### src/rtl/avr_xmem_pkg.sv
// Shared register map, bit positions and defaults for the AVR external-SRAM
// byte FIFO bridge.
package avr_xmem_pkg;

  localparam int DEPTH_DEF = 16;
  localparam int DATA_W    = 8;

  localparam logic [2:0] REG_DATA   = 3'd0;
  localparam logic [2:0] REG_STATUS = 3'd1;
  localparam logic [2:0] REG_TXLVL  = 3'd2;
  localparam logic [2:0] REG_RXLVL  = 3'd3;
  localparam logic [2:0] REG_CTRL   = 3'd4;

  localparam int ST_TX_FULL  = 0;
  localparam int ST_TX_EMPTY = 1;
  localparam int ST_RX_FULL  = 2;
  localparam int ST_RX_EMPTY = 3;
  localparam int ST_TX_OVF   = 4;
  localparam int ST_RX_UNF   = 5;

  localparam int CTRL_RX_IE    = 0;
  localparam int CTRL_CLR_ERR  = 5;
  localparam int CTRL_TX_FLUSH = 6;
  localparam int CTRL_RX_FLUSH = 7;

  typedef enum logic {
    IDLE   = 1'b0,
    RD_ACK = 1'b1
  } rd_state_t;

endpackage

### src/rtl/sync_fifo.sv
// Single-clock byte FIFO with flush and occupancy output; push and pop may
// coincide even when full.
module sync_fifo
  import avr_xmem_pkg::*;
#(
  parameter int DEPTH = DEPTH_DEF,
  parameter int LVL_W = $clog2(DEPTH) + 1
) (
  input  logic              clk,
  input  logic              rst,
  input  logic              flush,
  input  logic              push,
  input  logic [DATA_W-1:0] din,
  input  logic              pop,
  output logic [DATA_W-1:0] dout,
  output logic [LVL_W-1:0]  level,
  output logic              full,
  output logic              empty
);

  localparam int PTR_W = $clog2(DEPTH);
  localparam logic [PTR_W-1:0] PTR_ONE  = PTR_W'(1);
  localparam logic [LVL_W-1:0] LVL_ONE  = LVL_W'(1);
  localparam logic [LVL_W-1:0] LVL_FULL = LVL_W'(DEPTH);

  logic [DATA_W-1:0] mem [DEPTH];
  logic [PTR_W-1:0]  wr_ptr, rd_ptr;
  logic [LVL_W-1:0]  count;
  logic              push_ok, pop_ok;

  assign full    = (count == LVL_FULL);
  assign empty   = (count == '0);
  assign pop_ok  = pop & ~empty & ~flush;
  // A full FIFO still accepts a byte when the head leaves in the same cycle.
  assign push_ok = push & (~full | pop_ok) & ~flush;
  assign dout    = mem[rd_ptr];
  assign level   = count;

  always_ff @(posedge clk) begin
    if (push_ok) mem[wr_ptr] <= din;
  end

  always_ff @(posedge clk or posedge rst) begin
    if (rst) begin
      wr_ptr <= '0;
      rd_ptr <= '0;
      count  <= '0;
    end else if (flush) begin
      wr_ptr <= '0;
      rd_ptr <= '0;
      count  <= '0;
    end else begin
      if (push_ok) wr_ptr <= wr_ptr + PTR_ONE;
      if (pop_ok)  rd_ptr <= rd_ptr + PTR_ONE;
      case ({push_ok, pop_ok})
        2'b10:   count <= count + LVL_ONE;
        2'b01:   count <= count - LVL_ONE;
        default: count <= count;
      endcase
    end
  end

endmodule

### src/rtl/avr_xmem_fifo.sv
// AVR external-SRAM window exposing a TX and an RX byte FIFO through an
// eight-register map; reads insert one wait state, writes insert none.
module avr_xmem_fifo
  import avr_xmem_pkg::*;
#(
  parameter int DEPTH = DEPTH_DEF,
  parameter int LVL_W = $clog2(DEPTH) + 1
) (
  input  logic        clk,
  input  logic        rst,
  input  logic [9:0]  bus_a,
  input  logic [7:0]  bus_d_wr,
  output logic [7:0]  bus_d_rd,
  input  logic        bus_cs,
  input  logic        bus_oe,
  input  logic        bus_we,
  output logic        bus_wait,
  output logic [7:0]  tx_data,
  output logic        tx_valid,
  input  logic        tx_ready,
  input  logic [7:0]  rx_data,
  input  logic        rx_valid,
  output logic        rx_ready,
  output logic        irq
);

  // Levels reach DEPTH, which needs nine bits at DEPTH=256; clamp to a byte.
  function automatic logic [7:0] lvl_byte(input logic [LVL_W-1:0] l);
    logic [8:0] w;
    w = 9'(l);
    if (w > 9'd255) return 8'hFF;
    return w[7:0];
  endfunction

  rd_state_t  state, state_nxt;
  logic [2:0] reg_sel;
  logic       unused_a;
  logic [7:0] rd_q, rd_val, status;
  logic       tx_ovf, rx_unf, rx_ie;
  logic       wr_en, rd_start, ctrl_wr;
  logic       tx_push_req, tx_push, tx_pop, tx_drop, tx_flush;
  logic       rx_push, rx_pop, rx_unf_set, rx_flush;
  logic [7:0] tx_dout, rx_dout;
  logic [LVL_W-1:0] tx_lvl, rx_lvl;
  logic       tx_full, tx_empty, rx_full, rx_empty;

  assign reg_sel  = bus_a[2:0];
  assign unused_a = ^bus_a[9:3];

  assign wr_en    = bus_cs & bus_we;
  assign rd_start = (state == IDLE) & bus_cs & bus_oe;
  assign ctrl_wr  = wr_en & (reg_sel == REG_CTRL);
  assign tx_flush = ctrl_wr & bus_d_wr[CTRL_TX_FLUSH];
  assign rx_flush = ctrl_wr & bus_d_wr[CTRL_RX_FLUSH];

  assign tx_valid    = ~tx_empty;
  assign tx_data     = tx_dout;
  assign tx_pop      = tx_valid & tx_ready;
  assign tx_push_req = wr_en & (reg_sel == REG_DATA);
  assign tx_push     = tx_push_req & (~tx_full | tx_pop);
  assign tx_drop     = tx_push_req & ~tx_push;

  assign rx_ready   = ~rx_full;
  assign rx_push    = rx_valid & rx_ready;
  assign rx_pop     = rd_start & (reg_sel == REG_DATA) & ~rx_empty;
  assign rx_unf_set = rd_start & (reg_sel == REG_DATA) & rx_empty;

  sync_fifo #(.DEPTH(DEPTH), .LVL_W(LVL_W)) u_tx_fifo (
    .clk(clk), .rst(rst), .flush(tx_flush), .push(tx_push), .din(bus_d_wr),
    .pop(tx_pop), .dout(tx_dout), .level(tx_lvl), .full(tx_full), .empty(tx_empty)
  );

  sync_fifo #(.DEPTH(DEPTH), .LVL_W(LVL_W)) u_rx_fifo (
    .clk(clk), .rst(rst), .flush(rx_flush), .push(rx_push), .din(rx_data),
    .pop(rx_pop), .dout(rx_dout), .level(rx_lvl), .full(rx_full), .empty(rx_empty)
  );

  always_comb begin
    status              = '0;
    status[ST_TX_FULL]  = tx_full;
    status[ST_TX_EMPTY] = tx_empty;
    status[ST_RX_FULL]  = rx_full;
    status[ST_RX_EMPTY] = rx_empty;
    status[ST_TX_OVF]   = tx_ovf;
    status[ST_RX_UNF]   = rx_unf;
  end

  always_comb begin
    rd_val = 8'h00;
    case (reg_sel)
      REG_DATA:   rd_val = rx_empty ? 8'h00 : rx_dout;
      REG_STATUS: rd_val = status;
      REG_TXLVL:  rd_val = lvl_byte(tx_lvl);
      REG_RXLVL:  rd_val = lvl_byte(rx_lvl);
      REG_CTRL:   rd_val = {7'b0, rx_ie};
      default:    rd_val = 8'h00;
    endcase
  end

  always_ff @(posedge clk or posedge rst) begin
    if (rst) state <= IDLE;
    else     state <= state_nxt;
  end

  always_comb begin
    state_nxt = state;
    bus_wait  = 1'b0;
    bus_d_rd  = 8'h00;
    case (state)
      IDLE: begin
        bus_wait = rd_start;
        if (rd_start) state_nxt = RD_ACK;
      end
      RD_ACK: begin
        bus_d_rd  = rd_q;
        state_nxt = IDLE;
      end
      default: state_nxt = IDLE;
    endcase
  end

  always_ff @(posedge clk or posedge rst) begin
    if (rst) begin
      rd_q   <= 8'h00;
      tx_ovf <= 1'b0;
      rx_unf <= 1'b0;
      rx_ie  <= 1'b0;
      irq    <= 1'b0;
    end else begin
      if (rd_start) rd_q <= rd_val;
      if (ctrl_wr)  rx_ie <= bus_d_wr[CTRL_RX_IE];
      if (ctrl_wr && bus_d_wr[CTRL_CLR_ERR]) begin
        tx_ovf <= 1'b0;
        rx_unf <= 1'b0;
      end else begin
        if (tx_drop)    tx_ovf <= 1'b1;
        if (rx_unf_set) rx_unf <= 1'b1;
      end
      irq <= rx_ie & ~rx_empty;
    end
  end

endmodule

### config.mk
export PLATFORM = sky130hd
export DESIGN_NAME = avr_xmem_fifo
export DESIGN_NICKNAME = d
export VERILOG_FILES = /design/src/rtl/avr_xmem_pkg.sv /design/src/rtl/sync_fifo.sv /design/src/rtl/avr_xmem_fifo.sv
export SDC_FILE = /design/constraint.sdc
export NUM_CORES = 1
export LEC_CHECK = 0
export ABC_AREA = 1
export CAP_MARGIN = 20
export CORE_MARGIN = 5
export CORE_UTILIZATION = 55
export CTS_CLUSTER_SIZE = 30
export DETAILED_ROUTE_END_ITERATION = 10
export PLACE_DENSITY = 0.85
export SETUP_SLACK_MARGIN = 0.1
export SLEW_MARGIN = 20
export SYNTH_ARGS = -nofsm -noshare
export SYNTH_HDL_FRONTEND = slang
export SYNTH_HIERARCHICAL = 1
export SYNTH_SLANG_ARGS = --single-unit
### constraint.sdc
create_clock -name clk -period 3.7 [get_ports clk]
set_clock_uncertainty 0.05 [all_clocks]
set_input_delay 0.74 -clock clk [delete_from_list [all_inputs] [get_ports clk]]
set_output_delay 0.74 -clock clk [all_outputs]
set_load 0.03 [all_outputs]
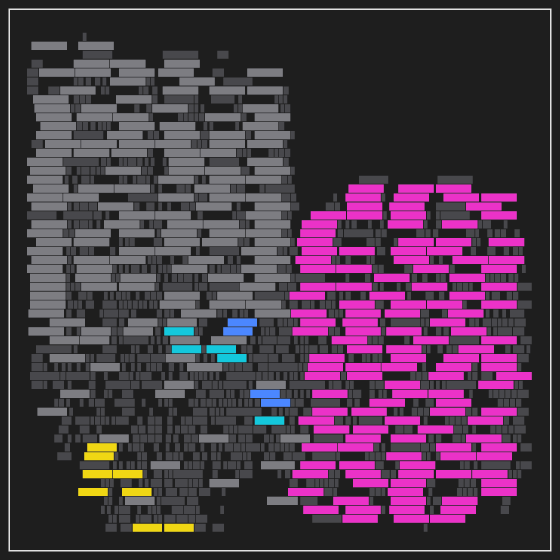
Fig. 1. Where the registers sit.
[magenta] `u_tx_fifo/mem` | flops: 128
[cyan] `u_tx_fifo/level` | flops: 5
[yellow] `rd_q` | flops: 8 | where: lower left
[blue] `u_tx_fifo/wr_ptr` | flops: 4

==> results.txt <==
Figures from the implementation reports.

- The number of standard-cell rows in the floorplan is ~56.
- The worst setup path is captured at an output port.
- The element type at the critical path start reads a flip-flop.
- The tool warning count reads 39.
- In the final report, the number of endpoints failing setup comes to 0.
- The reg-to-reg endpoint is u_rx_fifo/mem[11][2].
- Yosys instantiated no cell more often than sky130_fd_sc_hd__edfxtp_1.
- The count of TritonRoute iterations in the first routing pass is 6.
- The number of cells produced by synthesis reads between 1000 and 1500.
- The filler cell count reads approximately 1700.
- The run finished with clean final reports.
- According to the finish report, the design has a final net count of 1271.
- The clock root buffer reads sky130_fd_sc_hd__clkbuf_16.
- The repair_antennas step left the layout with diodes totalling 0.
- The area added between synthesis and finish reads 14.1%.
- The maximum vdd drop is 662 uV.
- Looking at the cell usage after synthesis, the top flip-flop cell is sky130_fd_sc_hd__edfxtp_1.
- TritonCTS built the clock tree.
- The final tally of hold violations reads 0.
- The clock latency of the later-clocked register in the worst-skew pair reads about 0.55 ns.
- The net count of the mapped netlist reads approximately 1200.
- The area share of the largest cell type after synthesis reads around three fifths.
- The yosys cell count reads approximately 1200.
- The ratio of final minimum period to clock period is 92.9%.
- The number of cells on the worst reg-to-reg path reads 12.
- Per the gpl log, the routability congestion estimate is 0.850.
- The most area-hungry cell type in the Yosys netlist is sky130_fd_sc_hd__edfxtp_1.
- The total die size reads between 20000 and 30000 um^2.
- The maximum fanout along the worst path reads between 50 and 60.
- The leakage power reads ~5.7 nW.
- Together, buffers and inverters on the worst path number 2.
- The launch point of the worst register-to-register path is recorded as u_rx_fifo/level[0].
- The area recorded from the Yosys report for this design is 13100 um^2.
- The stage delay of the slowest cell on the critical path reads between 0.6 and 0.7 ns.
- The cell type group with the largest total delay on the critical path reads buffers and inverters.
- The number of global-route vias before repair reads 8943.
- The critical path goes through buf_12 -> a21oi_1 -> o21ai_0 -> nand3_1 -> nand3_1 -> nand2_1 -> clkdlybuf4s50_1.
- The number of storage elements in the synthesis netlist reads 295.
- The total clock sinks reads 295.
- The critical path class reads flip-flop to output port.
- The final HPWL from detailed placement is roughly 18 mm.
- STA reports a reg2reg setup slack of just over 0.8 ns.
- Yosys mapped the design onto 38 distinct sky130hd cell types.
- The horizontal die dimension reads 165 um.
- The I/O pin count reads 53.
- The total wirelength of the detailed-routed design reads between 20 and 30 mm.
- Sorting the synthesized cells by area gives the leading types as sky130_fd_sc_hd__edfxtp_1 58%, sky130_fd_sc_hd__dfrtp_1 7.4%, sky130_fd_sc_hd__nor2_1 4.2%.
- The count of library flops with an enable pin is 256.
- The area of the core is about 23000 um^2.
- The number of cells on the worst hold path is 2.
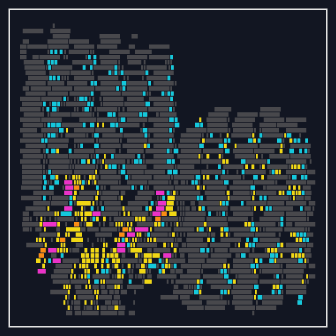
Fig. 2. Logic cells by family.
[magenta] adder and majority cells | cells: 18
[yellow] NAND gates | cells: 270
[cyan] inverting AOI/OAI gates | cells: 234
[orange] XOR/XNOR gates | cells: 9
Layout Cells excl Fill: 1562
multi-input gate share of the layout cell area: 24.4%
most frequent logic cell in the layout: sky130_fd_sc_hd__edfxtp_1

## how the worst min path moves through the flow
stage	to
2_1_floorplan	rd_q[7]
6_report	rd_q[6]
3_5_place_dp	rd_q[6]
5_1_grt	rd_q[6]
3_3_place_gp	rd_q[7]
4_1_cts	rd_q[6]
## report_power, final
group	total (mW)	switching (mW)	internal [mW]
registers	4.25	0.326	3.93
logic	3.60	2.39	1.21
clock network	3.13	1.20	1.93
total	11.0	3.91	7.07
## worst register-to-register path: cells and delay by family, from the launching register on
kind | cells | cell delay [ns]
and+or+nand+nor | 8 | 1.42
DFF | 1 | 0.49
buffers and inverters | 4 | 0.56
## what timing repair did
action | in CTS | in global routing
gates cloned | 0 | 0
hold buffers | 0 | 0
setup endpoints to repair | 8 | 7
gates resized | 0 | 5
setup buffers | 1 | 1
## kinds of logic after synthesis
| kind of cell | after synthesis | share of synthesized area, % |
|---|---|---|
| AND-OR/OR-AND | 234 | 10.3 |
| XOR/XNOR | 9 | 0.600 |
| adder cells (fa/ha/maj) | 18 | 1.83 |
| buffers and inverters | 187 | 6.27 |
| flip-flops | 295 | 65.9 |
| AND/OR/NAND/NOR | 428 | 15.1 |
## per-stage QoR
step	cell area, um^2	std cells	power (mW)	setup slack [ns]	util [%]
4_1_cts	15000	1561	11.0	0.164	63.8
6_report	15000	1562	11.0	0.264	63.9
5_1_grt	15000	1562	11.6	0.158	63.9
3_3_place_gp	13900	1505	7.64	0.280	59.3
2_1_floorplan	13100	1171	6.80	0.830	-
3_5_place_dp	13900	1505	7.80	0.217	59.3
## area by class of cell
cell class | count | area (um^2) | area share (%)
multi-input combinational | 689 | 3660 | 24.4
inverter | 131 | 514 | 3.43
timing repair buffer | 73 | 719 | 4.80
clock buffer | 34 | 787 | 5.25
sequential | 295 | 8670 | 57.8
clock inverter | 21 | 250 | 1.67
tap | 319 | 399 | 2.66
## per-layer routing
metal,global-route usage [%],part of all wire (%),vias up
li1,-,-,4200
met1,26.4,39,4298
met2,38.1,51,351
met3,2.82,5.9,86
met4,8.96,3.7,0
met5,0,0,-
## registers in the layout, indices dropped and copies added (netlist names), 4 cells and up
signal,flops
u_tx_fifo/wr_ptr,4
u_tx_fifo/mem,128
u_tx_fifo/level,5
rd_q,8
u_rx_fifo/level,5
u_rx_fifo/rd_ptr,4
u_rx_fifo/wr_ptr,4
u_rx_fifo/mem,128
u_tx_fifo/rd_ptr,4
Power and IR drop assume default switching activity.
